<file path="src/rtl/alu_pkg.sv">
// Shared constants and types for the ALU issue stage: ALU operation codes,
// RV64 opcode/funct3/funct7 encodings, operand-select codes and the decode bundle.
package alu_pkg;

  localparam int unsigned ALU_OP_W = 4;
  localparam int unsigned OPC_W    = 7;
  localparam int unsigned F3_W     = 3;
  localparam int unsigned F7_W     = 7;
  localparam int unsigned SHAMT_W  = 6;

  // ALU operation encoding
  localparam logic [ALU_OP_W-1:0] ALU_AND  = 4'b0000;
  localparam logic [ALU_OP_W-1:0] ALU_OR   = 4'b0001;
  localparam logic [ALU_OP_W-1:0] ALU_ADD  = 4'b0010;
  localparam logic [ALU_OP_W-1:0] ALU_XOR  = 4'b0011;
  localparam logic [ALU_OP_W-1:0] ALU_SLL  = 4'b0100;
  localparam logic [ALU_OP_W-1:0] ALU_SRL  = 4'b0101;
  localparam logic [ALU_OP_W-1:0] ALU_SUB  = 4'b0110;
  localparam logic [ALU_OP_W-1:0] ALU_SLT  = 4'b0111;
  localparam logic [ALU_OP_W-1:0] ALU_SLTU = 4'b1000;
  localparam logic [ALU_OP_W-1:0] ALU_SRA  = 4'b1101;
  localparam logic [ALU_OP_W-1:0] ALU_NOP  = 4'b1111;

  // Major opcodes
  localparam logic [OPC_W-1:0] OPC_OP     = 7'b0110011;
  localparam logic [OPC_W-1:0] OPC_OP_IMM = 7'b0010011;
  localparam logic [OPC_W-1:0] OPC_LOAD   = 7'b0000011;
  localparam logic [OPC_W-1:0] OPC_STORE  = 7'b0100011;
  localparam logic [OPC_W-1:0] OPC_BRANCH = 7'b1100011;
  localparam logic [OPC_W-1:0] OPC_LUI    = 7'b0110111;
  localparam logic [OPC_W-1:0] OPC_AUIPC  = 7'b0010111;

  // funct3 for ALU ops
  localparam logic [F3_W-1:0] F3_ADD_SUB = 3'b000;
  localparam logic [F3_W-1:0] F3_SLL     = 3'b001;
  localparam logic [F3_W-1:0] F3_SLT     = 3'b010;
  localparam logic [F3_W-1:0] F3_SLTU    = 3'b011;
  localparam logic [F3_W-1:0] F3_XOR     = 3'b100;
  localparam logic [F3_W-1:0] F3_SR      = 3'b101;
  localparam logic [F3_W-1:0] F3_OR      = 3'b110;
  localparam logic [F3_W-1:0] F3_AND     = 3'b111;

  // funct3 for branches
  localparam logic [F3_W-1:0] F3_BEQ  = 3'b000;
  localparam logic [F3_W-1:0] F3_BNE  = 3'b001;
  localparam logic [F3_W-1:0] F3_BLT  = 3'b100;
  localparam logic [F3_W-1:0] F3_BGE  = 3'b101;
  localparam logic [F3_W-1:0] F3_BLTU = 3'b110;
  localparam logic [F3_W-1:0] F3_BGEU = 3'b111;

  // funct7 qualifiers; immediate shifts only look at funct7[6:1]
  localparam logic [F7_W-1:0]   F7_BASE       = 7'b0000000;
  localparam logic [F7_W-1:0]   F7_ALT        = 7'b0100000;
  localparam logic [F7_W-2:0]   F7_SHIFT_BASE = 6'b000000;
  localparam logic [F7_W-2:0]   F7_SHIFT_ALT  = 6'b010000;

  typedef enum logic [1:0] {
    A_SEL_RS1  = 2'd0,
    A_SEL_ZERO = 2'd1,
    A_SEL_PC   = 2'd2
  } a_sel_e;

  typedef enum logic [1:0] {
    B_SEL_RS2   = 2'd0,
    B_SEL_IMM   = 2'd1,
    B_SEL_SHAMT = 2'd2
  } b_sel_e;

  typedef struct packed {
    logic [ALU_OP_W-1:0] alu_op;
    a_sel_e              a_sel;
    b_sel_e              b_sel;
    logic                is_branch;
    logic                branch_on_zero;
    logic                illegal;
  } decode_t;

  // Plain funct3 -> ALU op map (000 read as ADD, 101 read as SRL)
  function automatic logic [ALU_OP_W-1:0] f3_alu_op(input logic [F3_W-1:0] f3);
    logic [ALU_OP_W-1:0] op;
    case (f3)
      F3_ADD_SUB: op = ALU_ADD;
      F3_SLL:     op = ALU_SLL;
      F3_SLT:     op = ALU_SLT;
      F3_SLTU:    op = ALU_SLTU;
      F3_XOR:     op = ALU_XOR;
      F3_SR:      op = ALU_SRL;
      F3_OR:      op = ALU_OR;
      default:    op = ALU_AND;
    endcase
    return op;
  endfunction

endpackage

</file>
<file path="src/rtl/alu_ctrl_decode.sv">
// Combinational decode of opcode/funct3/funct7 into ALU op, operand selects,
// branch qualifiers and an illegal-encoding flag.
module alu_ctrl_decode
  import alu_pkg::*;
(
  input  logic [OPC_W-1:0] i_opcode,
  input  logic [F3_W-1:0]  i_funct3,
  input  logic [F7_W-1:0]  i_funct7,
  output decode_t          o_dec_c
);

  decode_t w_dec;

  // Opcode-driven decode; any illegal encoding collapses to NOP on rs1/rs2
  always_comb begin
    w_dec.alu_op         = ALU_NOP;
    w_dec.a_sel          = A_SEL_RS1;
    w_dec.b_sel          = B_SEL_RS2;
    w_dec.is_branch      = 1'b0;
    w_dec.branch_on_zero = 1'b0;
    w_dec.illegal        = 1'b0;

    case (i_opcode)
      OPC_OP: begin
        case (i_funct3)
          F3_ADD_SUB: begin
            if (i_funct7 == F7_BASE)     w_dec.alu_op = ALU_ADD;
            else if (i_funct7 == F7_ALT) w_dec.alu_op = ALU_SUB;
            else                         w_dec.illegal = 1'b1;
          end
          F3_SR: begin
            if (i_funct7 == F7_BASE)     w_dec.alu_op = ALU_SRL;
            else if (i_funct7 == F7_ALT) w_dec.alu_op = ALU_SRA;
            else                         w_dec.illegal = 1'b1;
          end
          default: begin
            if (i_funct7 == F7_BASE) w_dec.alu_op = f3_alu_op(i_funct3);
            else                     w_dec.illegal = 1'b1;
          end
        endcase
      end

      OPC_OP_IMM: begin
        w_dec.b_sel = B_SEL_IMM;
        case (i_funct3)
          F3_SLL: begin
            w_dec.b_sel = B_SEL_SHAMT;
            if (i_funct7[F7_W-1:1] == F7_SHIFT_BASE) w_dec.alu_op = ALU_SLL;
            else                                      w_dec.illegal = 1'b1;
          end
          F3_SR: begin
            w_dec.b_sel = B_SEL_SHAMT;
            if (i_funct7[F7_W-1:1] == F7_SHIFT_BASE)     w_dec.alu_op = ALU_SRL;
            else if (i_funct7[F7_W-1:1] == F7_SHIFT_ALT) w_dec.alu_op = ALU_SRA;
            else                                          w_dec.illegal = 1'b1;
          end
          default: w_dec.alu_op = f3_alu_op(i_funct3);
        endcase
      end

      OPC_LOAD, OPC_STORE: begin
        w_dec.alu_op = ALU_ADD;
        w_dec.b_sel  = B_SEL_IMM;
      end

      OPC_BRANCH: begin
        w_dec.is_branch = 1'b1;
        case (i_funct3)
          F3_BEQ:  begin w_dec.alu_op = ALU_SUB;  w_dec.branch_on_zero = 1'b1; end
          F3_BNE:  begin w_dec.alu_op = ALU_SUB;  w_dec.branch_on_zero = 1'b0; end
          F3_BLT:  begin w_dec.alu_op = ALU_SLT;  w_dec.branch_on_zero = 1'b0; end
          F3_BGE:  begin w_dec.alu_op = ALU_SLT;  w_dec.branch_on_zero = 1'b1; end
          F3_BLTU: begin w_dec.alu_op = ALU_SLTU; w_dec.branch_on_zero = 1'b0; end
          F3_BGEU: begin w_dec.alu_op = ALU_SLTU; w_dec.branch_on_zero = 1'b1; end
          default: w_dec.illegal = 1'b1;
        endcase
      end

      OPC_LUI: begin
        w_dec.alu_op = ALU_ADD;
        w_dec.a_sel  = A_SEL_ZERO;
        w_dec.b_sel  = B_SEL_IMM;
      end

      OPC_AUIPC: begin
        w_dec.alu_op = ALU_ADD;
        w_dec.a_sel  = A_SEL_PC;
        w_dec.b_sel  = B_SEL_IMM;
      end

      default: w_dec.illegal = 1'b1;
    endcase

    if (w_dec.illegal) begin
      w_dec.alu_op         = ALU_NOP;
      w_dec.a_sel          = A_SEL_RS1;
      w_dec.b_sel          = B_SEL_RS2;
      w_dec.is_branch      = 1'b0;
      w_dec.branch_on_zero = 1'b0;
    end
  end

  assign o_dec_c = w_dec;

endmodule

</file>
<file path="src/rtl/alu_issue_stage.sv">
// ID/EX issue stage: decodes the instruction, muxes ALU operands and registers
// them for EX with flush (bubble) over stall (hold) priority.
module alu_issue_stage
  import alu_pkg::*;
#(
  parameter int unsigned XLEN = 64
) (
  input  logic                clk,
  input  logic                reset,
  input  logic                in_valid,
  input  logic [OPC_W-1:0]    opcode,
  input  logic [F3_W-1:0]     funct3,
  input  logic [F7_W-1:0]     funct7,
  input  logic [XLEN-1:0]     rs1_data,
  input  logic [XLEN-1:0]     rs2_data,
  input  logic [XLEN-1:0]     imm,
  input  logic [XLEN-1:0]     pc,
  input  logic                stall,
  input  logic                flush,
  output logic                ex_valid,
  output logic [XLEN-1:0]     input1,
  output logic [XLEN-1:0]     input2,
  output logic [ALU_OP_W-1:0] alu_control,
  output logic                is_branch,
  output logic                branch_on_zero,
  output logic                illegal
);

  decode_t               w_dec;
  logic [XLEN-1:0]       w_op_a;
  logic [XLEN-1:0]       w_op_b;

  logic                  r_ex_valid;
  logic [XLEN-1:0]       r_input1;
  logic [XLEN-1:0]       r_input2;
  logic [ALU_OP_W-1:0]   r_alu_control;
  logic                  r_is_branch;
  logic                  r_branch_on_zero;
  logic                  r_illegal;

  alu_ctrl_decode u_decode (
    .i_opcode (opcode),
    .i_funct3 (funct3),
    .i_funct7 (funct7),
    .o_dec_c  (w_dec)
  );

  // Operand A mux: register, zero (LUI) or PC (AUIPC)
  always_comb begin
    w_op_a = rs1_data;
    case (w_dec.a_sel)
      A_SEL_ZERO: w_op_a = '0;
      A_SEL_PC:   w_op_a = pc;
      default:    w_op_a = rs1_data;
    endcase
  end

  // Operand B mux: register, immediate or zero-extended 6-bit shift amount
  always_comb begin
    w_op_b = rs2_data;
    case (w_dec.b_sel)
      B_SEL_IMM:   w_op_b = imm;
      B_SEL_SHAMT: w_op_b = XLEN'(imm[SHAMT_W-1:0]);
      default:     w_op_b = rs2_data;
    endcase
  end

  // ID/EX register: flush clears to the idle state, stall holds, else capture
  always_ff @(posedge clk or posedge reset) begin
    if (reset) begin
      r_ex_valid       <= 1'b0;
      r_input1         <= '0;
      r_input2         <= '0;
      r_alu_control    <= ALU_ADD;
      r_is_branch      <= 1'b0;
      r_branch_on_zero <= 1'b0;
      r_illegal        <= 1'b0;
    end else if (flush || (!stall && !in_valid)) begin
      r_ex_valid       <= 1'b0;
      r_input1         <= '0;
      r_input2         <= '0;
      r_alu_control    <= ALU_ADD;
      r_is_branch      <= 1'b0;
      r_branch_on_zero <= 1'b0;
      r_illegal        <= 1'b0;
    end else if (!stall) begin
      r_ex_valid       <= 1'b1;
      r_input1         <= w_op_a;
      r_input2         <= w_op_b;
      r_alu_control    <= w_dec.alu_op;
      r_is_branch      <= w_dec.is_branch;
      r_branch_on_zero <= w_dec.branch_on_zero;
      r_illegal        <= w_dec.illegal;
    end
  end

  assign ex_valid       = r_ex_valid;
  assign input1         = r_input1;
  assign input2         = r_input2;
  assign alu_control    = r_alu_control;
  assign is_branch      = r_is_branch;
  assign branch_on_zero = r_branch_on_zero;
  assign illegal        = r_illegal;

endmodule

</file>
<file path="config.mk">
export PLATFORM = sky130hd
export DESIGN_NAME = alu_issue_stage
export DESIGN_NICKNAME = d
export VERILOG_FILES = /design/src/rtl/alu_pkg.sv /design/src/rtl/alu_ctrl_decode.sv /design/src/rtl/alu_issue_stage.sv
export SDC_FILE = /design/constraint.sdc
export NUM_CORES = 1
export LEC_CHECK = 0
export CAP_MARGIN = 20
export CORE_AREA = 2 2 161 163
export CTS_CLUSTER_SIZE = 14
export DETAILED_ROUTE_END_ITERATION = 12
export DIE_AREA = 0 0 163 165
export SLEW_MARGIN = 30
export SYNTH_ARGS = -nofsm -noshare
export SYNTH_HDL_FRONTEND = slang
export SYNTH_SLANG_ARGS = --single-unit
</file>
<file path="constraint.sdc">
create_clock -name clk -period 6.36 [get_ports clk]
set_clock_uncertainty 0.15 [all_clocks]
set_input_delay 1.59 -clock clk [delete_from_list [all_inputs] [get_ports clk]]
set_output_delay 1.59 -clock clk [all_outputs]
set_load 0.01 [all_outputs]
</file>
run_1/closeup.png
Window x 69 to 94, y 70 to 95 µm. Cells in grey, sequential cells in the stronger grey; small squares are vias.
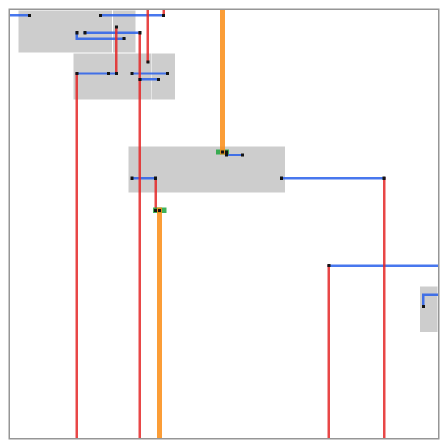
| layer | colour |
|---|---|
| M2 | red |
| M1 | blue |
| M3 | green |
| M4 | orange |
sequential cells in the window: 0
cells with their middle in the window: 5

run_1/class_map.png
Drawn at 2 px/µm. Fill, decap, tap and diode cells in grey.
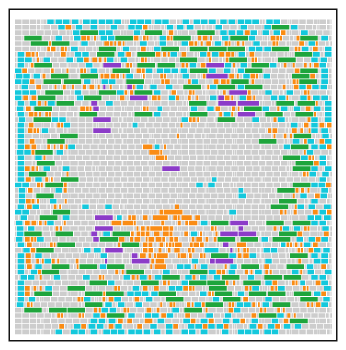
| class | colour | cells | share of their area |
|---|---|---|---|
| remaining logic cells | orange | 487 | 26% |
| remaining buffers and delay cells | cyan | 423 | 38% |
| registers | green | 136 | 31% |
| clock drivers and dummy loads | purple | 32 | 5.3% |
total non-filler cell area in the finished layout: 0.0114 mm²
Cell Rows: 58
utilization of the core after routing: 45.7%

==> results.txt, run 1 <==
The flow run is done. The run finished with clean final reports. According to the timing report, the arrival time at the worst endpoint equals 4.85 ns. Number of library cell types mapped by synthesis landed at 46. Registers are responsible for 39.8% of the overall power. Tally of non-filler cells in the final layout landed at 1,409. According to the report, the first pass of detailed routing completed in 5 iterations.

In this run, the number of DRC markers left after iteration 0 of detailed routing was 435. Static power due to leakage landed at 0.00454 µW. Level count of the clock H-tree landed at 4. In the final layout, flip-flops and latches occupy 0.00340 mm². The critical path is of the in2reg type. Boundary pin count landed at 414.

In the hold timing report, the worst path depth is 2. CTS placed an instance of clkbuf_16 at the clock tree root. Number of warnings printed during yosys synthesis landed at 0. Mean instance size in the synthesized netlist landed at 9.38 µm². Headroom to the max-slew limit landed at 42.5%. Worst slack after detailed placement landed at 1.24 ns.

The critical path endpoint has a required time of 6.53 ns. Register share after synthesis landed at 53.1%. The number of placed instances, taps included, is 1,376. The post-route netlist has 5.66% of its cells at a drive strength greater than 1. Max-slew check failures listed in the final report amount to 0. Synthesized chip area reported by yosys landed at 0.00642 mm². Post-CTS repair ended up resizing 0 cells. For this run, the leading register cell type out of synthesis is dfrtp_1.

The clock network burns 42.9% of the power. Count of fill cells added during filler insertion landed at 2,436. Post-route setup TNS landed at 0 ns. Number of vias after detailed routing landed at 6,760. STA lists the maximum fanout along the critical path as 41. Insertion delay to the later sink of the worst-skew pair landed at 0.41 ns.

Per the CTS log, the buffer count on the longest clock path is 2. The post-CTS hold buffer count recorded in the log is 0. The worst hold path terminates at alu_control[1].

The count of nets left with antenna violations once routing finished came out at 0. Y dimension of the die landed at 165 µm. STA reports a reg2reg setup slack of 5.27 ns.

In this run the post-CTS setup repair buffer count came out at 0. Area added between synthesis and finish landed at 78.2%. Total congestion overflow landed at 0. The worst hold path belongs to the class reg2reg. Across the run, the number of max-cap violations was 0. STA classifies the critical path startpoint as an input pin. Die width landed at 163 µm.
run_1/util_map.png
Drawn at 1.5 px/µm. The die is cut into 16 by 16 equal tiles; black is low, pale yellow is high, 0 to 100% covered.
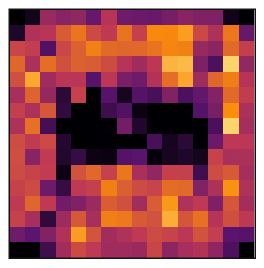
nearly empty tiles: 10%
fullest tile: 91%
tiles over 75% full: 4.7%
densest ninth of the die: bottom centre
core region area: 0.0250 mm²
Core Util at FP: 25.6%

## run 1: placed cells by master, fill, tap and decap left out, drive strengths merged, types with 7 or more instances in the layout
master / n
nor2b: 7
inv: 10
a22oi: 121
o21ai: 136
nor2: 8
clkdlybuf4s50: 413
dfrtp: 135
a21oi: 18
nand2: 137
clkbuf: 20
buf: 10
## run 1: final cells by class
class | instances | share of cell area [%]
Multi-Input combinational cell | 480 | 24.3
Clock inverter | 12 | 1.26
Sequential cell | 136 | 29.8
Antenna cell | 1 | 0.0219
Clock buffer | 20 | 3.82
Inverter | 7 | 0.273
Tap cell | 330 | 3.61
Timing Repair Buffer | 423 | 36.9
## run 1: power groups by stage
stage	sequential [µW]	clock (µW)	combinational (µW)
detailed placement	931	0	402
finish	916	985	397
CTS	916	1020	404
global route	919	1060	430
global placement	930	0	400
floorplan	946	0	102
## run 1: per-stage QoR
stage / instance area [µm²] / power, µW
floorplan: 6420 / 1050
global placement: 10800 / 1330
detailed placement: 10900 / 1330
CTS: 11400 / 2330
global route: 11400 / 2410
finish: 11400 / 2300
## run 1: sequential cells by signal, indices dropped and copies added (netlist names)
register	flops
alu_control	4
branch_on_zero	1
ex_valid	1
illegal	1
input1	64
input2	64
is_branch	1
## run 1: routing by layer
layer  wire, µm  vias to the layer above  GRT usage [%]  share of wire [%]
li1           -                     3250              -                  -
met1      10400                     3210           22.2                 41
met2      12600                      266           31.6                 50
met3       1920                       32           5.32                7.6
met4        481                        2           6.23                1.9
met5         13                        -              0              0.051
## run 1: kinds of logic (layout without fill, tap and decap cells)
group / count (synthesis) / in the layout / share of synthesized area [%]
multiplexers: 1 / 1 / 0.156
adder cells (fa/ha/maj): 3 / 3 / 0.585
flip-flops: 136 / 136 / 53.1
buffers and inverters: 68 / 462 / 4.07
AND-OR/OR-AND: 286 / 286 / 28.0
other: 0 / 1 / 0
AND/OR/NAND/NOR: 188 / 188 / 13.9
XOR/XNOR: 2 / 2 / 0.273
## run 1: critical path, stage by stage
cell,delay [ns]
clkdlybuf4s50_1,0.43
or4_4,0.62
nor3_4,0.27
o311ai_4,0.16
nor4_4,0.22
inv_2,0.05
ha_2,0.28
nor2b_4,0.37
buf_4,0.49
a22oi_1,0.13
o21ai_0,0.22
## run 1: worst max-delay path by stage
stage | from | endpoint | slack (ns)
final | funct7[1] | input2[45] | 1.68
after floorplan | reset | alu_control[0] | 0.98
after CTS | funct7[1] | input2[45] | 1.66
after detailed placement | funct7[1] | input2[27] | 1.24
after global placement | funct7[1] | input2[30] | 1.30
after global routing | funct7[1] | input2[45] | 1.47
## run 1: synth_stat cells (all sizes together) (2+ instances only)
library cell    n  area, µm²
nor2            8       32.5
nand3           6       42.5
a31oi           2       12.5
o21ai         136        684
buf             5       25.0
nor4            2       33.8
nand2         137        514
a21oi          18       93.8
nand2b          4       25.0
xor2            2       17.5
nand4           3       18.8
clkbuf         56        210
nor3b           6       45.0
nor3            5       47.5
a22oi         121        908
a32oi           3       26.3
nor2b           7       43.8
ha              3       37.5
dfrtp         135       3380
inv             7       26.3
run_1/clock_nets.png
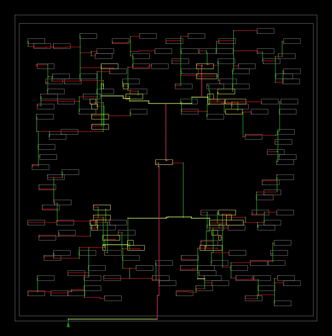

## Run 2: what changed since run 1
--- a/config.mk
+++ b/config.mk
@@ -6,10 +6,10 @@
 export NUM_CORES = 1
 export LEC_CHECK = 0
 export CAP_MARGIN = 20
-export CORE_AREA = 2 2 161 163
+export CORE_AREA = 2 2 160 162
 export CTS_CLUSTER_SIZE = 14
 export DETAILED_ROUTE_END_ITERATION = 12
-export DIE_AREA = 0 0 163 165
+export DIE_AREA = 0 0 162 164
 export SLEW_MARGIN = 30
 export SYNTH_ARGS = -nofsm -noshare
 export SYNTH_HDL_FRONTEND = slang
==> constraint.sdc (replaced) <==
create_clock -name clk -period 4.2 [get_ports clk]
set_clock_uncertainty 0.15 [all_clocks]
set_input_delay 1.05 -clock clk [delete_from_list [all_inputs] [get_ports clk]]
set_output_delay 1.05 -clock clk [all_outputs]
set_load 0.01 [all_outputs]
run_2/clock_nets.png
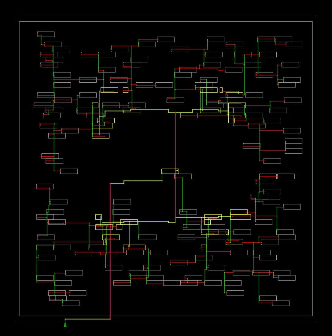
clkbuf count: 19
Inserted Clock Buffers: 17

run_2/closeup.png
Window x 68 to 93, y 70 to 95 µm. Cells in grey, sequential cells in the stronger grey; small squares are vias.
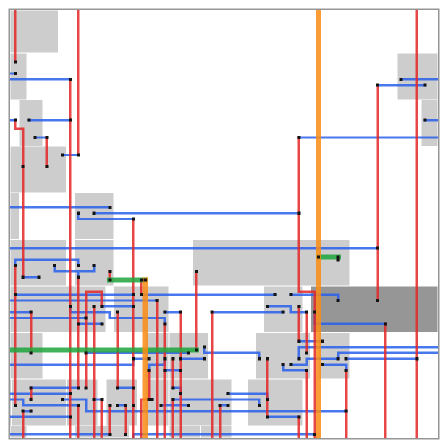
| layer | colour |
|---|---|
| M4 | orange |
| M2 | red |
| M3 | green |
| M1 | blue |
netlist names of flops here include: alu_control (1)
cells with their middle in the window: 20
sequential cells in the window: 1
most frequent: inv_1 (2), a31oi_1 (2), a21oi_1 (2)

==> run 2 against run 1 <==
Register-to-register slack worse by 2.1 ns. Clock power is 57% higher. Setup slack worse by 1.1 ns. Critical endpoint unchanged. Global-route usage is 0.39 points higher. Combinational power is 53% higher. First-iteration DRC count is 6.2% lower. Non-clock buffer count is 7 higher. Hold slack worse by 0.0022 ns. Final cell count is 0.50% higher. Critical path type unchanged. Area after synthesis stayed put.
==> results.txt, run 2 <==
The flow run is done. The total congestion overflow was 0 (unchanged). The run finished with clean final reports. Counting instances in the post-synthesis netlist gives the leading cell types as 137 x nand2_1, 135 x dfrtp_1, 121 x a22oi_1, 119 x o21ai_0, 56 x clkbuf_1. CTS placed an instance of clkbuf_16 at the clock tree root. Yosys attributes the largest share of cell area to dfrtp_1 53%, a22oi_1 14%, o21ai_0 9.3%. In the setup report, the worst path falls into the class in2reg. Die width landed at 162 µm (-0.61%). Per the STA report, the cell with the highest stage delay on the worst path is or4_4.

Sorting the synthesis cell report by count puts at the top nand2_1. The fraction of layout instances using a drive strength above 1 is 6.36% (+0.70 points). The post-CTS setup buffer count came to 0 (unchanged).

Worst-case clock buffer depth landed at 2 (unchanged). Area added between synthesis and finish landed at 80.7%. Number of warnings printed during yosys synthesis landed at 0 (unchanged). Level count of the clock H-tree landed at 4 (unchanged).

Endpoint required time on the critical path landed at 4.37 ns (-2.16 ns). Fraction of synthesized cell area taken by the top area cell type landed at 52.6% (unchanged). The number of buffers and inverters on the critical path came to 3 (unchanged). Summed area of non-filler cells in the final layout landed at 0.0116 mm² (+1.4%).

The register share after synthesis is 53.1% (unchanged). The tally of non-filler cells in the final layout came to 1,416 (+0.50%). Worst hold path stage count landed at 2 (unchanged).

Hold buffer count at CTS landed at 0 (unchanged). The count of fill cells added during filler insertion is 2,433 (-0.12%). The number of slew-limit violations in the final report was 0 (unchanged). The post-route setup TNS is 0 ns (unchanged). The number of stages on the worst setup path is 10 (-1). In this design, the largest share of critical-path delay is due to simple AND/OR/NAND/NOR gates. The min-delay analysis places its worst path in the category reg2reg. The insertion delay to the later sink of the worst-skew pair came to 0.41 ns (about the same).
run_2/util_map.png
Drawn at 1.5 px/µm. The die is cut into 16 by 16 equal tiles; black is low, pale yellow is high, 0 to 100% covered.
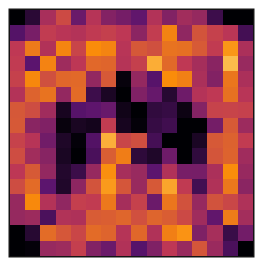
fullest tile: 86%
densest ninth of the die: bottom centre
mean over tiles: 42%
Core Util at FP: 25.9%
core region area: 0.0248 mm²

==> run 2: cell counts after synthesis <==
No cell type changed its count.
==> run 2: final cells by class <==
class	count	area, µm²	area share (%)
Timing Repair Buffer	430	4360	37.6
Sequential cell	136	3400	29.4
Multi-Input combinational cell	480	2780	24.0
Clock buffer	19	433	3.73
Tap cell	330	413	3.56
Clock inverter	13	169	1.46
Inverter	7	30.0	0.259
Antenna cell	1	2.50	0.0216
==> run 2: through the flow <==
step	setup slack, ns	hold slack, ns	util [%]
4_1_cts	0.617	0.318	46.7
3_5_place_dp	0.164	0.310	44.3
5_1_grt	0.475	0.344	46.7
6_report	0.610	0.314	46.7
2_1_floorplan	0.455	0.315	-
3_3_place_gp	0.187	0.310	44.3
==> run 2: worst register-to-register path: stages (launching register included) <==
cell,delay (ns)
dfrtp_1,0.39
a221oi_1,0.27
a31oi_1,0.11
==> run 2: where the power goes <==
group	internal [µW]	total, µW	leakage (µW)	switching, µW
registers	1360	1390	0.00185	26.7
clock network	942	1550	0.000281	608
logic	384	609	0.00247	225
total	2690	3550	0.00460	860
==> run 2: worst paths after layout <==
| path | start | endpoint |
|---|---|---|
| worst max-delay path | funct7[1] | input2[45] |
| worst min-delay path | alu_control[1] | alu_control[1] |
| worst max register to register | alu_control[0] | alu_control[0] |
| worst min register to register | alu_control[1] | alu_control[1] |
| max in group asynchronous | reset | input2[8] |
| min in group asynchronous | reset | input2[61] |
==> run 2: kinds of logic (layout without fill, tap and decap cells) <==
logic type	Yosys count	in the layout	share of synthesized area, %
XOR/XNOR	2	2	0.273
buffers and inverters	68	469	4.07
flip-flops	136	136	53.1
multiplexers	1	1	0.156
AND-OR/OR-AND	286	286	28.0
adder cells (fa/ha/maj)	3	3	0.585
other	0	1	0
AND/OR/NAND/NOR	188	188	13.9
==> run 2: routing by layer <==
metal	GRT usage, %	part of all wire [%]	vias to the layer above
met1	23.6	41	3164
met5	0	0	-
met3	5.08	7.0	22
met2	32.1	50	249
li1	-	-	3252
met4	5.19	1.5	0
Power is estimated from default activity; no workload was simulated.
